$ cat src/rtl/err_scan_pkg.sv
// ---------------------------------------------------------------------------
// err_scan_pkg
// Shared definitions for the error-detector scan controller:
//   - state_e        : scheduler states (idle, flush, scan, capture, next)
//   - DEFAULT_*      : default channel count, window length and flush length
//   - ch_idx_w()     : width of a channel index for a given channel count
// ---------------------------------------------------------------------------
package err_scan_pkg;

  typedef enum logic [2:0] {
    ST_IDLE,
    ST_FLUSH,
    ST_SCAN,
    ST_CAPTURE,
    ST_NEXT
  } state_e;

  localparam int DEFAULT_CH    = 4;
  localparam int DEFAULT_WIN   = 64;
  localparam int DEFAULT_FLUSH = 2;

  // A channel index is never narrower than one bit.
  function automatic int ch_idx_w(input int ch);
    return (ch > 1) ? $clog2(ch) : 1;
  endfunction

endpackage

$ cat src/rtl/err_scan_ctrl_if.sv
// ---------------------------------------------------------------------------
// err_scan_ctrl_if
// Status-clear handshake between software (master) and the scan controller
// (slave).
//   clr_valid : master -> slave, clear request
//   clr_ch    : master -> slave, channel whose sticky flags are cleared
//   clr_ready : slave -> master, request accepted in this cycle
// ---------------------------------------------------------------------------
interface err_scan_ctrl_if
  import err_scan_pkg::*;
#(
  parameter int CH = DEFAULT_CH
) ();

  localparam int CW = ch_idx_w(CH);

  logic          clr_valid;
  logic [CW-1:0] clr_ch;
  logic          clr_ready;

  modport master (output clr_valid, output clr_ch, input clr_ready);
  modport slave  (input clr_valid, input clr_ch, output clr_ready);

endinterface

$ cat src/rtl/err_scan_rr_ptr.sv
// ---------------------------------------------------------------------------
// err_scan_rr_ptr
// Round-robin channel pointer. Holds the channel that currently owns the
// detector and moves to the next channel when 'advance' is high.
// Optional feature (macro ERR_SCAN_MASK_EN): the pointer skips channels whose
// ch_mask bit is 0; with an all-zero mask it holds its value.
//   clock, reset : clock and asynchronous active-low reset
//   advance      : move to the next channel at the next rising edge
//   ch_mask      : (ERR_SCAN_MASK_EN only) per-channel scan enable
//   cur_ch       : current channel index
// ---------------------------------------------------------------------------
module err_scan_rr_ptr
  import err_scan_pkg::*;
#(
  parameter int CH = DEFAULT_CH
) (
  input  logic                     clock,
  input  logic                     reset,
  input  logic                     advance,
`ifdef ERR_SCAN_MASK_EN
  input  logic [CH-1:0]            ch_mask,
`endif
  output logic [ch_idx_w(CH)-1:0]  cur_ch
);

  localparam int CW = ch_idx_w(CH);

  logic [CW-1:0] cur_ch_q;
  logic [CW-1:0] cur_ch_d;
  logic [CW-1:0] nxt_ch;
`ifdef ERR_SCAN_MASK_EN
  logic [CW:0]   probe;
`endif

  always_comb begin
`ifdef ERR_SCAN_MASK_EN
    // Walk offsets from farthest to nearest so the nearest enabled channel
    // after the current one is the last assignment. Offset CH lands back on
    // the current channel, so a single enabled channel keeps being scanned.
    nxt_ch = cur_ch_q;
    probe  = '0;
    for (int i = CH; i >= 1; i--) begin
      probe = {1'b0, cur_ch_q} + (CW+1)'(i);
      if (probe >= (CW+1)'(CH)) begin
        probe = probe - (CW+1)'(CH);
      end
      if (ch_mask[probe[CW-1:0]]) begin
        nxt_ch = probe[CW-1:0];
      end
    end
`else
    // Explicit wrap so non-power-of-two channel counts never leave range.
    nxt_ch = (cur_ch_q == CW'(CH-1)) ? '0 : cur_ch_q + CW'(1);
`endif
    cur_ch_d = advance ? nxt_ch : cur_ch_q;
  end

  always_ff @(posedge clock or negedge reset) begin
    if (!reset) begin
      cur_ch_q <= '0;
    end else begin
      cur_ch_q <= cur_ch_d;
    end
  end

  assign cur_ch = cur_ch_q;

endmodule

$ cat src/rtl/err_scan_ctrl.sv
// ---------------------------------------------------------------------------
// err_scan_ctrl
// Time-shares a single error detector among CH serial channels. Each window
// holds the detector in reset for FLUSH cycles, streams WIN samples of the
// current channel, captures warning/error into sticky per-channel flags and
// moves to the next channel. irq reports any set error flag (and warning flag
// when WARN_IRQ=1); software clears flags through the clr_if handshake.
// Optional feature (macro ERR_SCAN_MASK_EN): adds ch_mask, and only channels
// with a set mask bit are scanned; an all-zero mask parks the block in idle.
// Ports:
//   clock, reset            : clock, asynchronous active-low reset
//   enable                  : scanning allowed
//   ch_in                   : one serial data bit per channel
//   ch_mask                 : (ERR_SCAN_MASK_EN only) per-channel scan enable
//   det_in, det_reset       : sample and active-high reset to the detector
//   det_warning, det_error  : detector results
//   cur_ch                  : channel currently owning the detector
//   warn_status, err_status : sticky per-channel flags
//   irq                     : interrupt
//   clr_if                  : clear handshake (slave side)
// ---------------------------------------------------------------------------
module err_scan_ctrl
  import err_scan_pkg::*;
#(
  parameter int CH       = DEFAULT_CH,
  parameter int WIN      = DEFAULT_WIN,
  parameter int FLUSH    = DEFAULT_FLUSH,
  parameter int WARN_IRQ = 0
) (
  input  logic                     clock,
  input  logic                     reset,
  input  logic                     enable,
  input  logic [CH-1:0]            ch_in,
`ifdef ERR_SCAN_MASK_EN
  input  logic [CH-1:0]            ch_mask,
`endif
  output logic                     det_in,
  output logic                     det_reset,
  input  logic                     det_warning,
  input  logic                     det_error,
  output logic [ch_idx_w(CH)-1:0]  cur_ch,
  output logic [CH-1:0]            warn_status,
  output logic [CH-1:0]            err_status,
  output logic                     irq,
  err_scan_ctrl_if.slave           clr_if
);

  localparam int FW = (FLUSH > 1) ? $clog2(FLUSH) : 1;
  localparam int WW = (WIN > 1) ? $clog2(WIN) : 1;

  state_e        state_q, state_d;
  logic [FW-1:0] flush_cnt_q, flush_cnt_d;
  logic [WW-1:0] win_cnt_q, win_cnt_d;
  logic [CH-1:0] warn_q, warn_d;
  logic [CH-1:0] err_q, err_d;
  logic          irq_q, irq_d;
  logic          det_in_q, det_in_d;
  logic          clr_ready_q, clr_ready_d;
  logic          advance;
  logic          any_en;
  logic          cur_en;
  logic          clr_fire;

  err_scan_rr_ptr #(
    .CH      (CH)
  ) u_rr_ptr (
    .clock   (clock),
    .reset   (reset),
    .advance (advance),
`ifdef ERR_SCAN_MASK_EN
    .ch_mask (ch_mask),
`endif
    .cur_ch  (cur_ch)
  );

`ifdef ERR_SCAN_MASK_EN
  assign any_en = |ch_mask;
  assign cur_en = ch_mask[cur_ch];
`else
  assign any_en = 1'b1;
  assign cur_en = 1'b1;
`endif

  assign clr_fire = clr_if.clr_valid & clr_ready_q;

  always_comb begin
    state_d     = state_q;
    flush_cnt_d = '0;
    win_cnt_d   = '0;
    warn_d      = warn_q;
    err_d       = err_q;
    advance     = 1'b0;

    // Clear is applied first so a capture in the same cycle would win; in
    // practice clr_ready is low during capture so the two never coincide.
    if (clr_fire && (int'(clr_if.clr_ch) < CH)) begin
      warn_d[clr_if.clr_ch] = 1'b0;
      err_d[clr_if.clr_ch]  = 1'b0;
    end

    case (state_q)
      ST_IDLE: begin
        if (enable && any_en) begin
          state_d = ST_FLUSH;
          // A masked-off parked channel is skipped before its window starts.
          advance = !cur_en;
        end
      end
      ST_FLUSH: begin
        if (flush_cnt_q == FW'(FLUSH-1)) begin
          state_d = ST_SCAN;
        end else begin
          flush_cnt_d = flush_cnt_q + FW'(1);
        end
      end
      ST_SCAN: begin
        if (win_cnt_q == WW'(WIN-1)) begin
          state_d = ST_CAPTURE;
        end else begin
          win_cnt_d = win_cnt_q + WW'(1);
        end
      end
      ST_CAPTURE: begin
        warn_d[cur_ch] = warn_q[cur_ch] | det_warning;
        err_d[cur_ch]  = err_q[cur_ch] | det_error;
        state_d        = ST_NEXT;
      end
      ST_NEXT: begin
        advance = 1'b1;
        state_d = (enable && any_en) ? ST_FLUSH : ST_IDLE;
      end
      default: begin
        state_d = ST_IDLE;
      end
    endcase

    // Loading the sample whenever the next state is SCAN lines the WIN
    // samples up exactly with the WIN scan cycles and leaves det_in low
    // during capture.
    det_in_d    = (state_d == ST_SCAN) ? ch_in[cur_ch] : 1'b0;
    clr_ready_d = (state_d != ST_CAPTURE);
    irq_d       = (|err_q) | ((WARN_IRQ != 0) & (|warn_q));
  end

  always_ff @(posedge clock or negedge reset) begin
    if (!reset) begin
      state_q     <= ST_IDLE;
      flush_cnt_q <= '0;
      win_cnt_q   <= '0;
      warn_q      <= '0;
      err_q       <= '0;
      irq_q       <= 1'b0;
      det_in_q    <= 1'b0;
      clr_ready_q <= 1'b0;
    end else begin
      state_q     <= state_d;
      flush_cnt_q <= flush_cnt_d;
      win_cnt_q   <= win_cnt_d;
      warn_q      <= warn_d;
      err_q       <= err_d;
      irq_q       <= irq_d;
      det_in_q    <= det_in_d;
      clr_ready_q <= clr_ready_d;
    end
  end

  // Decoded straight from the state register so it rises together with the
  // asynchronous reset.
  assign det_reset        = (state_q != ST_SCAN) && (state_q != ST_CAPTURE);
  assign det_in           = det_in_q;
  assign warn_status      = warn_q;
  assign err_status       = err_q;
  assign irq              = irq_q;
  assign clr_if.clr_ready = clr_ready_q;

endmodule

$ cat src/flat_wrapper.sv
// flat-port wrapper written by rule: the top's interface ports become plain ports
module err_scan_ctrl_flat import err_scan_pkg::*;
#(
  parameter int CH       = DEFAULT_CH,
  parameter int WIN      = DEFAULT_WIN,
  parameter int FLUSH    = DEFAULT_FLUSH,
  parameter int WARN_IRQ = 0
)
  (clock, reset, enable, ch_in, det_in, det_reset, det_warning, det_error, cur_ch, warn_status, err_status, irq, clr_if_clr_valid, clr_if_clr_ch, clr_if_clr_ready);
  err_scan_ctrl_if #(.CH(CH)) clr_if_i ();
  input  logic clock;
  input  logic reset;
  input  logic enable;
  input  logic [CH-1:0] ch_in;
  output logic det_in;
  output logic det_reset;
  input  logic det_warning;
  input  logic det_error;
  output logic [ch_idx_w(CH)-1:0] cur_ch;
  output logic [CH-1:0] warn_status;
  output logic [CH-1:0] err_status;
  output logic irq;
  input wire logic [$bits(clr_if_i.clr_valid)-1:0] clr_if_clr_valid;
  input wire logic [$bits(clr_if_i.clr_ch)-1:0] clr_if_clr_ch;
  output wire logic [$bits(clr_if_i.clr_ready)-1:0] clr_if_clr_ready;
  assign clr_if_i.clr_valid = clr_if_clr_valid;
  assign clr_if_i.clr_ch = clr_if_clr_ch;
  assign clr_if_clr_ready = clr_if_i.clr_ready;
  err_scan_ctrl #(.CH(CH), .WIN(WIN), .FLUSH(FLUSH), .WARN_IRQ(WARN_IRQ)) u_core (.clock(clock), .reset(reset), .enable(enable), .ch_in(ch_in), .det_in(det_in), .det_reset(det_reset), .det_warning(det_warning), .det_error(det_error), .cur_ch(cur_ch), .warn_status(warn_status), .err_status(err_status), .irq(irq), .clr_if(clr_if_i));
endmodule
$ cat config.mk
export PLATFORM = sky130hd
export DESIGN_NAME = err_scan_ctrl_flat
export DESIGN_NICKNAME = d
export VERILOG_FILES = /design/src/rtl/err_scan_pkg.sv /design/src/rtl/err_scan_ctrl_if.sv /design/src/rtl/err_scan_rr_ptr.sv /design/src/rtl/err_scan_ctrl.sv /design/src/flat_wrapper.sv
export SDC_FILE = /design/constraint.sdc
export NUM_CORES = 1
export LEC_CHECK = 0
export CAP_MARGIN = 20
export CORE_ASPECT_RATIO = 0.75
export CORE_MARGIN = 1.5
export CORE_UTILIZATION = 30
export DETAILED_ROUTE_END_ITERATION = 7
export GPL_ROUTABILITY_DRIVEN = 1
export GPL_TIMING_DRIVEN = 0
export SKIP_LAST_GASP = 1
export SLEW_MARGIN = 20
export SYNTH_ARGS = -nofsm -noshare
export SYNTH_HDL_FRONTEND = slang
export SYNTH_SLANG_ARGS = --single-unit
$ cat constraint.sdc
create_clock -name clock -period 1.6 [get_ports clock]
set_input_delay 0.32 -clock clock [delete_from_list [all_inputs] [get_ports clock]]
set_output_delay 0.32 -clock clock [all_outputs]
set_load 0.1 [all_outputs]
placement_by_type.png
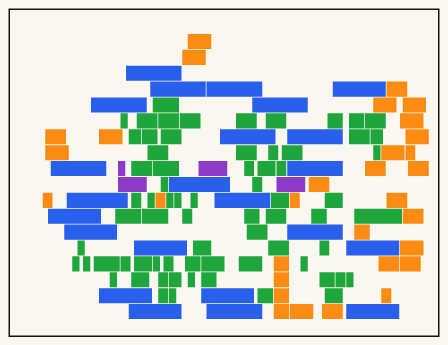
[flops] blue | cells: 23
[combinational and other logic] green | cells: 70
[clock drivers and dummy loads] purple | cells: 4
[other buffers and delay cells] orange | cells: 31

==> impl_metrics.env <==
# flow metrics
export IMPL_top_logic_kind="simple AND/OR/NAND/NOR gates"
export IMPL_rsz0062_at_grt="false"
export IMPL_place_hpwl_um=1900
export IMPL_grt_met1_usage=0.195
export IMPL_worst_pin_slew_ps=551
export IMPL_final_nets=146
export IMPL_power_total_mw=1.02
export IMPL_edf_count=0
export IMPL_critPathLaunchType="flip-flop"
export IMPL_min_path_type="in2async"
export IMPL_period_minus_slack_ps=1560
export IMPL_cts_hold_buf=0
export IMPL_p_sw_mw=0.224
export IMPL_cts_buffers=3
export IMPL_setup_viol=0
export IMPL_cap_violations=0
export IMPL_cts_clk_slew_worst_paths_ps=80
export IMPL_met2_usage=0.203
export IMPL_vias=874
export IMPL_areaGrowthSynthToFinish_pct=36.6
export IMPL_tool_warnings=30
export IMPL_peakVddDrop_mv=0.540
export IMPL_postLayoutCellArea_um2=1520
export IMPL_pwr_share_seq=0.573
export IMPL_place_gp_congestion=0.792
export IMPL_timing_rr_start="u_core.state_q[2]"
export IMPL_top_area_frac=0.518
export IMPL_layout_drive_gt1_share=0.328
export IMPL_status="completed"
export IMPL_holdWs_ps=12.9
export IMPL_crit_type="reg2reg"
export IMPL_regToRegEndpoint="u_core.det_in"
export IMPL_ys_chip_area_um2=1110
export IMPL_comb_cell_power_mw=0.0702
export IMPL_critPathCaptureType="flip-flop"
export IMPL_grt_overflow_total=0
export IMPL_yosysWarningCount=0
export IMPL_reg2reg_slack_ps=40
export IMPL_htree_levels=1
export IMPL_synth_async_reset_ratio=1.00
export IMPL_clock_skew_final_ps=4.01
export IMPL_pg_seq_mw=0.582
export IMPL_flop_cell="dfrtp_1"
export IMPL_clockPowerShare=0.358
export IMPL_cts_resized_gates=45
export IMPL_syn_area_um2=1110
export IMPL_swShare=0.221
export IMPL_core_area_um2=3420
export IMPL_period_used=0.976
layer_met3.png
Scale bar: 20 um.
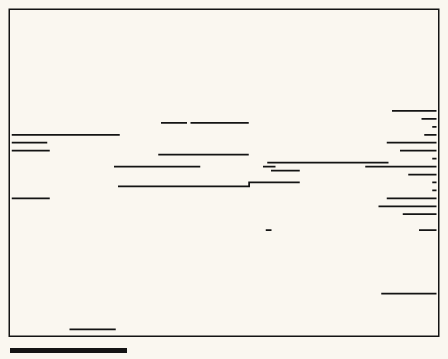
longest straight run: 22.3 um
share of all routed wire: 8.6%
nets with wire on the layer: 28

-- worst max-delay path, cell delays in order (launching register included) --
cell,delay [ps]
dfrtp_2,430
or3b_4,410
or3_4,410
and4_1,200
-- layout make-up --
class	instances	area, um2
fillers	341	1910
plain buffers	2	10.0
inverters	3	11.3
multi-input cells	67	514
flip-flops and latches	23	598
well taps	50	62.6
repair buffers	29	277
clock buffers	4	45.0
-- sequential cells by signal, summed over array words and instances, names as in the netlist --
signal                   cells
u_core.state_q               3
u_core.warn_status           4
u_core.err_status            4
u_core.win_cnt_q             6
u_core.u_rr_ptr.cur_ch       2
u_core.clr_if.clr_ready      1
u_core.det_in                1
u_core.irq                   1
u_core.flush_cnt_q           1
